### config.mk
export PLATFORM = sky130hd
export DESIGN_NAME = cci_mpf_shim_edge_wr_heap_alloc
export DESIGN_NICKNAME = d
export VERILOG_FILES = /design/src/rtl/cci_mpf_shim_edge_wr_heap_alloc.sv
export SDC_FILE = /design/constraint.sdc
export NUM_CORES = 1
export LEC_CHECK = 0
export CAP_MARGIN = 30
export CORE_ASPECT_RATIO = 1.2
export CORE_MARGIN = 2
export CORE_UTILIZATION = 45
export DETAILED_ROUTE_END_ITERATION = 6
export SLEW_MARGIN = 30
export SYNTH_ARGS = -nofsm -noshare
export SYNTH_HDL_FRONTEND = slang
export SYNTH_SLANG_ARGS = --single-unit
### constraint.sdc
create_clock -name clk -period 5.9 [get_ports clk]
set_clock_uncertainty 0.05 [all_clocks]
set_input_delay 0.59 -clock clk [delete_from_list [all_inputs] [get_ports clk]]
set_output_delay 0.59 -clock clk [all_outputs]
set_load 0.005 [all_outputs]
### src/rtl/cci_mpf_shim_edge_wr_heap_alloc.sv
// Write-heap slot free list: FWFT circular FIFO of free indices
// plus a busy vector that catches double frees.
module cci_mpf_shim_edge_wr_heap_alloc #(
    parameter  int N_ENTRIES      = 64,
    parameter  int MIN_FREE_SLOTS = 2,
    localparam int IDX_W          = $clog2(N_ENTRIES),
    localparam int CNT_W          = IDX_W + 1
) (
    input  logic             clk,
    input  logic             reset_n,
    output logic             alloc_rdy,
    output logic [IDX_W-1:0] alloc_idx,
    input  logic             alloc_en,
    input  logic             free_en,
    input  logic [IDX_W-1:0] free_idx,
    output logic [CNT_W-1:0] free_cnt,
    output logic             heap_almost_full,
    output logic             init_done,
    output logic             err_double_free,
    output logic             err_alloc_empty
);

    typedef enum logic {S_INIT, S_RUN} state_t;

    state_t               r_state;
    logic [IDX_W-1:0]     r_fifo [N_ENTRIES];
    logic [IDX_W-1:0]     r_rd_ptr;
    logic [IDX_W-1:0]     r_wr_ptr;
    logic [IDX_W-1:0]     r_init_ctr;
    logic [N_ENTRIES-1:0] r_busy;
    logic [CNT_W-1:0]     r_free_cnt;
    logic                 r_almost_full;
    logic                 r_err_df;
    logic                 r_err_ae;

    logic                 w_run;
    logic                 w_rdy;
    logic [IDX_W-1:0]     w_head;
    logic                 w_alloc;
    logic                 w_free;
    logic                 w_init_last;
    logic                 w_run_nxt;
    logic [CNT_W-1:0]     w_cnt_nxt;

    assign w_run       = (r_state == S_RUN);
    assign w_rdy       = w_run && (r_free_cnt != '0);
    assign w_head      = r_fifo[r_rd_ptr];
    assign w_alloc     = alloc_en && w_rdy;
    assign w_free      = w_run && free_en && r_busy[free_idx];
    assign w_init_last = !w_run && (r_init_ctr == IDX_W'(N_ENTRIES - 1));
    assign w_run_nxt   = w_run || w_init_last;

    // Next free count; a simultaneous alloc and free cancel out
    always_comb begin
        w_cnt_nxt = r_free_cnt;
        if (!w_run) begin
            w_cnt_nxt = r_free_cnt + 1'b1;
        end else if (w_alloc && !w_free) begin
            w_cnt_nxt = r_free_cnt - 1'b1;
        end else if (w_free && !w_alloc) begin
            w_cnt_nxt = r_free_cnt + 1'b1;
        end
    end

    // Free-list storage: seeded with 0..N-1 in INIT, then recycled slots
    always_ff @(posedge clk) begin
        if (reset_n) begin
            if (!w_run) begin
                r_fifo[r_wr_ptr] <= r_init_ctr;
            end else if (w_free) begin
                r_fifo[r_wr_ptr] <= free_idx;
            end
        end
    end

    // Control FSM, pointers, busy tracking and registered status outputs
    always_ff @(posedge clk) begin
        if (!reset_n) begin
            r_state       <= S_INIT;
            r_rd_ptr      <= '0;
            r_wr_ptr      <= '0;
            r_init_ctr    <= '0;
            r_busy        <= '0;
            r_free_cnt    <= '0;
            r_almost_full <= 1'b1;
            r_err_df      <= 1'b0;
            r_err_ae      <= 1'b0;
        end else begin
            r_free_cnt    <= w_cnt_nxt;
            r_almost_full <= !w_run_nxt ||
                             (w_cnt_nxt <= CNT_W'(MIN_FREE_SLOTS));
            r_err_ae      <= alloc_en && !w_rdy;
            r_err_df      <= w_run && free_en && !r_busy[free_idx];
            unique case (r_state)
                S_INIT: begin
                    r_wr_ptr   <= r_wr_ptr + 1'b1;
                    r_init_ctr <= r_init_ctr + 1'b1;
                    if (w_init_last) begin
                        r_state <= S_RUN;
                    end
                end
                S_RUN: begin
                    if (w_alloc) begin
                        r_rd_ptr       <= r_rd_ptr + 1'b1;
                        r_busy[w_head] <= 1'b1;
                    end
                    if (w_free) begin
                        r_wr_ptr         <= r_wr_ptr + 1'b1;
                        r_busy[free_idx] <= 1'b0;
                    end
                end
            endcase
        end
    end

    assign alloc_rdy        = w_rdy;
    assign alloc_idx        = w_head;
    assign free_cnt         = r_free_cnt;
    assign heap_almost_full = r_almost_full;
    assign init_done        = w_run;
    assign err_double_free  = r_err_df;
    assign err_alloc_empty  = r_err_ae;

endmodule

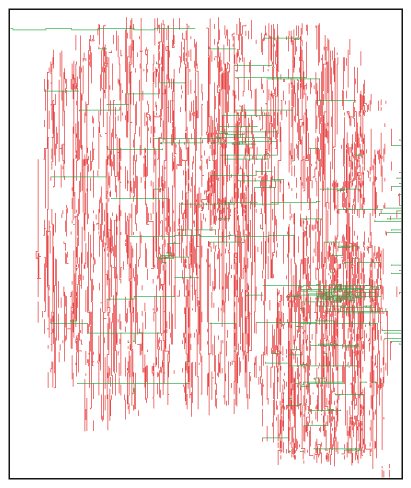
*Metal layers overlaid, run 1*
Scale: 2 px per um. Only two layers are drawn.
Key: met2 = red [wire length 23.9 mm]; met3 = green [wire length 2190 um]

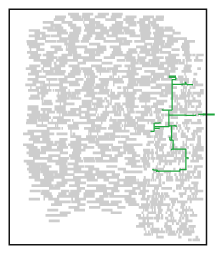
*I/O nets highlighted, run 1*
Scale: 1 px per um.
Key: `init_done` = green [bits 1, direction output, edge east, end cells 1, buffers 2, wire 278 um]

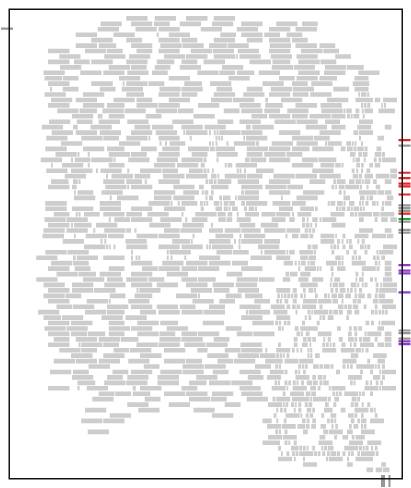
*Pin placement, run 1*
Scale: 2 px per um. Pins as bars across the die edge, other pins in grey.
Key: `init_done` = green [pins 1, direction output, edge east]; `free_cnt` = red [pins 7, direction output, edge east]; `alloc_idx` = purple [pins 6, direction output, edge east]

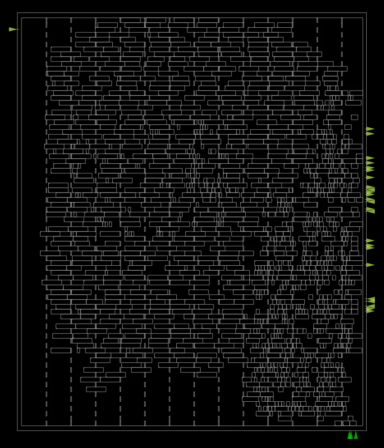
*Placement view, run 1*
number of tapcells: 559
count of standard-cell rows: 84
number of fillers in the final layout: 3601
flip-flops: 483

==> tab_implementation.tex, run 1 <==
% Yosys + OpenROAD metrics
\begin{tabular}{lr}
\hline
Metric & Value \\
\hline
\multicolumn{2}{l}{\textbf{Hold path}} \\
\quad Hold Crit Start & reset\_n \\
\quad Endpoint, Worst Hold & free\_cnt[1]\$\_SDFF\_PN0\_ \\
\quad Cells on Worst Hold Path & 3 \\
\multicolumn{2}{l}{\textbf{Final layout}} \\
\quad Logic share of the area & between 20\% and 30\% \\
\quad Fraction of final layout cells with drive strength greater than 1 & between 10\% and 20\% \\
\quad Non-CTS inverters & 12 \\
\quad Comb area & around 6000 sq um \\
\quad Finished layout cell area & 22300 sq um \\
\quad Number of nets in the layout & between 1k and 1.5k \\
\quad Most frequent standard cell in the layout excluding fill and tap cells & sky130\_fd\_sc\_hd\_\_edfxtp\_1 \\
\quad Number of multi-input combinational cells in the layout & a little under 700 \\
\quad Post-synthesis to final-layout area growth & 12.2\% \\
\quad Post-route non-filler standard cell count & approximately 1.9k \\
\multicolumn{2}{l}{\textbf{Placement}} \\
\quad Post-place instance area & just over 20000 sq um \\
\multicolumn{2}{l}{\textbf{STA}} \\
\quad Minimum hold slack & about 0.34 ns \\
\quad Final number of setup-violating endpoints & 0 \\
\quad Final worst slack & 1.21 ns \\
\quad Final min period & about 4.7 ns \\
\quad Setup TNS Final & 0 ns \\
\multicolumn{2}{l}{\textbf{Yosys}} \\
\quad Top cells by count, synth & 384 x sky130\_fd\_sc\_hd\_\_edfxtp\_1, 171 x sky130\_fd\_sc\_hd\_\_nor2\_1, 126 x sky130\_fd\_sc\_hd\_\_mux4\_2 \\
\quad MUX share of area & approximately 15\% \\
\quad Largest cells by area after synthesis & sky130\_fd\_sc\_hd\_\_edfxtp\_1 58\%, sky130\_fd\_sc\_hd\_\_mux4\_2 14\%, sky130\_fd\_sc\_hd\_\_dfxtp\_1 10\% \\
\quad Synth Net Count & between 1k and 1.5k \\
\quad Post-Synth XOR/XNOR Area & less than 1\% \\
\quad Yosys aoi share & under 10\% \\
\quad Async SR Flop Fraction & 0\% \\
\quad Most area-hungry cell type in the Yosys netlist & sky130\_fd\_sc\_hd\_\_edfxtp\_1 \\
\quad Area share of the largest cell type after synthesis & between 50\% and 60\% \\
\multicolumn{2}{l}{\textbf{Run status}} \\
\quad Result of the run & finished, final reports clean \\
\multicolumn{2}{l}{\textbf{Worst setup path}} \\
\quad Element type at the critical path end & output pin \\
\quad Worst reg2reg setup slack & around 1.8 ns \\
\quad Startpoint-to-endpoint class of the critical path & reg2out \\
\quad Endpoint of the lowest-slack register-to-register path & r\_busy[18]\$\_SDFFE\_PN0P\_ \\
\quad Number of cells on the critical path & 5 \\
\quad Largest fanout on the critical path & 33 \\
\multicolumn{2}{l}{\textbf{Floorplanning}} \\
\quad Die height & roughly 230 um \\
\quad Top-level port count & 28 \\
\quad Die span in x & between 150 and 200 um \\
\multicolumn{2}{l}{\textbf{Clocking}} \\
\quad Clock-pin transition on the worst setup and hold timing paths & around 0.060 ns \\
\quad TritonCTS clock tree & yes \\
\quad H-tree lvl count & 2 \\
\quad Library cell used as clock root buffer & sky130\_fd\_sc\_hd\_\_clkbuf\_16 \\
\multicolumn{2}{l}{\textbf{Detailed routing}} \\
\quad Remaining antenna violation count & 0 \\
\quad Avg WL per Cell & between 20 and 25 um \\
\quad Number of vias in the routed layout & between 10k and 15k \\
\quad First-pass iteration count of the detailed router & 5 \\
\multicolumn{2}{l}{\textbf{Power}} \\
\quad Power, Total & approximately 6.8 mW \\
\multicolumn{2}{l}{\textbf{Global route}} \\
\quad Global router's overall resource usage & between 20 and 25\% \\
\quad Grt total ovfl & 0 \\
\quad Vias in the first global route & approximately 11k \\
\hline
\end{tabular}
run 1: layer usage:
| metal | GRT usage (%) | up-vias | part of all wire (%) |
|---|---|---|---|
| met1 | 26.5 | 5706 | 41 |
| met5 | 0 | - | 0 |
| li1 | - | 4983 | - |
| met3 | 3.14 | 91 | 4.7 |
| met2 | 36.4 | 290 | 52 |
| met4 | 7.50 | 0 | 3.0 |
run 1: sequential cells by signal, indices dropped and copies added (netlist names), named ones only:
signal            cells
r_fifo              384
r_busy               64
free_cnt              7
r_init_ctr            6
r_rd_ptr              6
r_wr_ptr              6
err_alloc_empty       1
err_double_free       1
heap_almost_full      1
init_done             1
run 1: where the power goes:
| group | switching, mW | internal [mW] |
|---|---|---|
| logic | 0.124 | 0.0581 |
| registers | 0.0106 | 3.67 |
| clock network | 1.23 | 1.67 |
| total | 1.37 | 5.40 |
### Drive-strength map, run 1

Scale: 2 px per um.
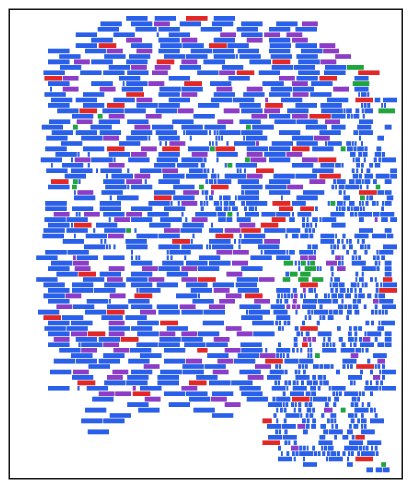

==> run 2, diff against run 1 <==
- clock period: 5.9 -> 4.15 ns (I/O delays scaled with it)
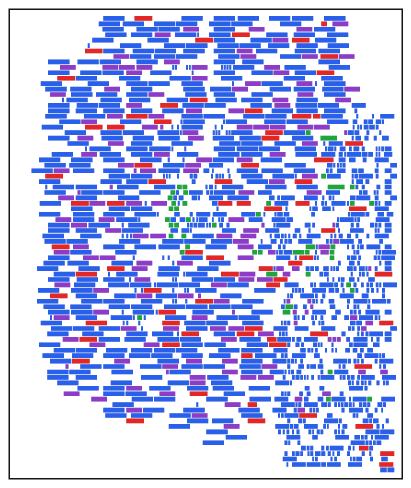
*Drive-strength map, run 2*
Scale: 2 px per um.
Key: drive 3 to 4 = green [cells 45, share 3.3%, most used buf_4]; drive 1 or less = blue [cells 1075, share 79%, most used edfxtp_1]; drive 2 = purple [cells 163, share 12%, most used mux4_2]; drive 6 and up = red [cells 75, share 5.5%, most used clkbuf_16]

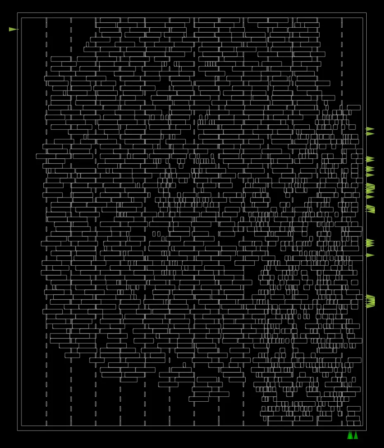
*Placement view, run 2*
sequential cell area share: 59.6%
number of fillers in the final layout: 3585
Floorplan Core Area: 43700 sq um
post-route non-filler standard cell count: 1917
core utilization of the finished layout: 51.9%

==> run 2 against run 1 <==
Effect of this change: worst hold slack improved by 0.080 ns; via count increased by 1.7%; cell count up 1.9%; core utilization increased by 0.99 points; sequential power rose by 42%; combinational power rose by about 60%; first-iteration DRC count fell by 2.5%; total power rose by 44%.
==> tab_implementation.tex, run 2 <==
% Yosys + OpenROAD metrics
\begin{tabular}{lr}
\hline
Metric & Value \\
\hline
\multicolumn{2}{l}{\textbf{Detailed routing}} \\
\quad Routed met3 length & 1990 um (-9.1\%) \\
\quad DR top layer & met4 \\
\quad Met1 Routed Length & 19800 um (+5.0\%) \\
\quad Met2 Routed Length & 23500 um (-1.4\%) \\
\quad First-pass iteration count of the detailed router & 5 (unchanged) \\
\quad Avg WL per Cell & 24.2 um (-1.5\%) \\
\multicolumn{2}{l}{\textbf{Worst setup path}} \\
\quad Element type at the critical path end & output pin \\
\quad Number of cells on the critical path & 5 (unchanged) \\
\quad Largest fanout on the critical path & 21 (-36\%) \\
\quad Endpoint of the lowest-slack register-to-register path & r\_busy[53]\$\_SDFFE\_PN0P\_ \\
\quad Startpoint-to-endpoint class of the critical path & reg2out \\
\multicolumn{2}{l}{\textbf{Placement}} \\
\quad Post-place instance area & 21100 sq um (+1.5\%) \\
\multicolumn{2}{l}{\textbf{Yosys}} \\
\quad Most area-hungry cell type in the Yosys netlist & sky130\_fd\_sc\_hd\_\_edfxtp\_1 \\
\quad Largest cells by area after synthesis & sky130\_fd\_sc\_hd\_\_edfxtp\_1 58\%, sky130\_fd\_sc\_hd\_\_mux4\_2 14\%, sky130\_fd\_sc\_hd\_\_dfxtp\_1 10\% \\
\quad Synth Net Count & 1278 (unchanged) \\
\quad Top cells by count, synth & 384 x sky130\_fd\_sc\_hd\_\_edfxtp\_1, 171 x sky130\_fd\_sc\_hd\_\_nor2\_1, 126 x sky130\_fd\_sc\_hd\_\_mux4\_2 \\
\quad Area share of the largest cell type after synthesis & 58.1\% (unchanged) \\
\multicolumn{2}{l}{\textbf{Floorplanning}} \\
\quad Top-level port count & 28 (unchanged) \\
\quad Die height & 234 um (unchanged) \\
\quad Count of standard-cell rows & 84 (unchanged) \\
\quad Number of tapcells & 559 (unchanged) \\
\multicolumn{2}{l}{\textbf{Clocking}} \\
\quad TritonCTS clock tree & yes \\
\quad Library cell used as clock root buffer & sky130\_fd\_sc\_hd\_\_clkbuf\_16 \\
\multicolumn{2}{l}{\textbf{Global route}} \\
\quad Global router's overall resource usage & 20.6\% (-0.21 points) \\
\quad Met2 GRT Util & 35.2\% (-1.3 points) \\
\quad Met1 Resource Use GR & 27.9\% (+1.4 points) \\
\quad Global-route layer with the greatest usage & met2 \\
\multicolumn{2}{l}{\textbf{STA}} \\
\quad Setup TNS Final & 0 ns (unchanged) \\
\quad Final number of setup-violating endpoints & 0 (unchanged) \\
\quad Final min period & about 4.0 ns \\
\multicolumn{2}{l}{\textbf{Power}} \\
\quad Main power-consuming group & registers \\
\quad Comb power frac & 3.0\% (+0.3 points) \\
\quad Seq pwr & 5.24 mW (+42\%) \\
\quad Part of the total power dissipated in sequential elements & 53.7\% (-0.8 points) \\
\quad Switching power as a share of total power & 20.4\% (+0.19 points) \\
\multicolumn{2}{l}{\textbf{Final layout}} \\
\quad Number of multi-input combinational cells in the layout & 696 (unchanged) \\
\quad Most frequent standard cell in the layout excluding fill and tap cells & sky130\_fd\_sc\_hd\_\_edfxtp\_1 \\
\quad Finished layout cell area & 22700 sq um (+2.0\%) \\
\quad Post-synthesis to final-layout area growth & 14.4\% \\
\quad Flip-flops & 483 (unchanged) \\
\quad Comb area & 5990 sq um (-0.13\%) \\
\quad Number of nets in the layout & 1336 (+2.2\%) \\
\multicolumn{2}{l}{\textbf{Run status}} \\
\quad Result of the run & finished, final reports clean \\
\multicolumn{2}{l}{\textbf{Hold path}} \\
\quad Hold Crit Start & r\_busy[57]\$\_SDFFE\_PN0P\_ \\
\hline
\end{tabular}
run 2: netlist changes by cell type in the layout (fill, tap and decap cells not counted), moves of 2 or more:
cell                        previous run  this run
sky130_fd_sc_hd__clkbuf_1             11         9
sky130_fd_sc_hd__buf_4                19        36
sky130_fd_sc_hd__clkbuf_16            47        52
sky130_fd_sc_hd__clkinv_2              6        11
sky130_fd_sc_hd__mux2_4                2         0
sky130_fd_sc_hd__buf_12                3        12
sky130_fd_sc_hd__mux2_2                8        10
run 2: cells by family after synthesis:
logic type	after synthesis	share of synthesized area [%]
flip-flops	483	68.1
AND/OR/NAND/NOR	336	8.29
AND-OR/OR-AND	202	5.86
multiplexers	138	15.0
buffers and inverters	84	1.80
XOR/XNOR	15	0.662
adder cells (fa/ha/maj)	5	0.315
Power is estimated from default activity; no workload was simulated.
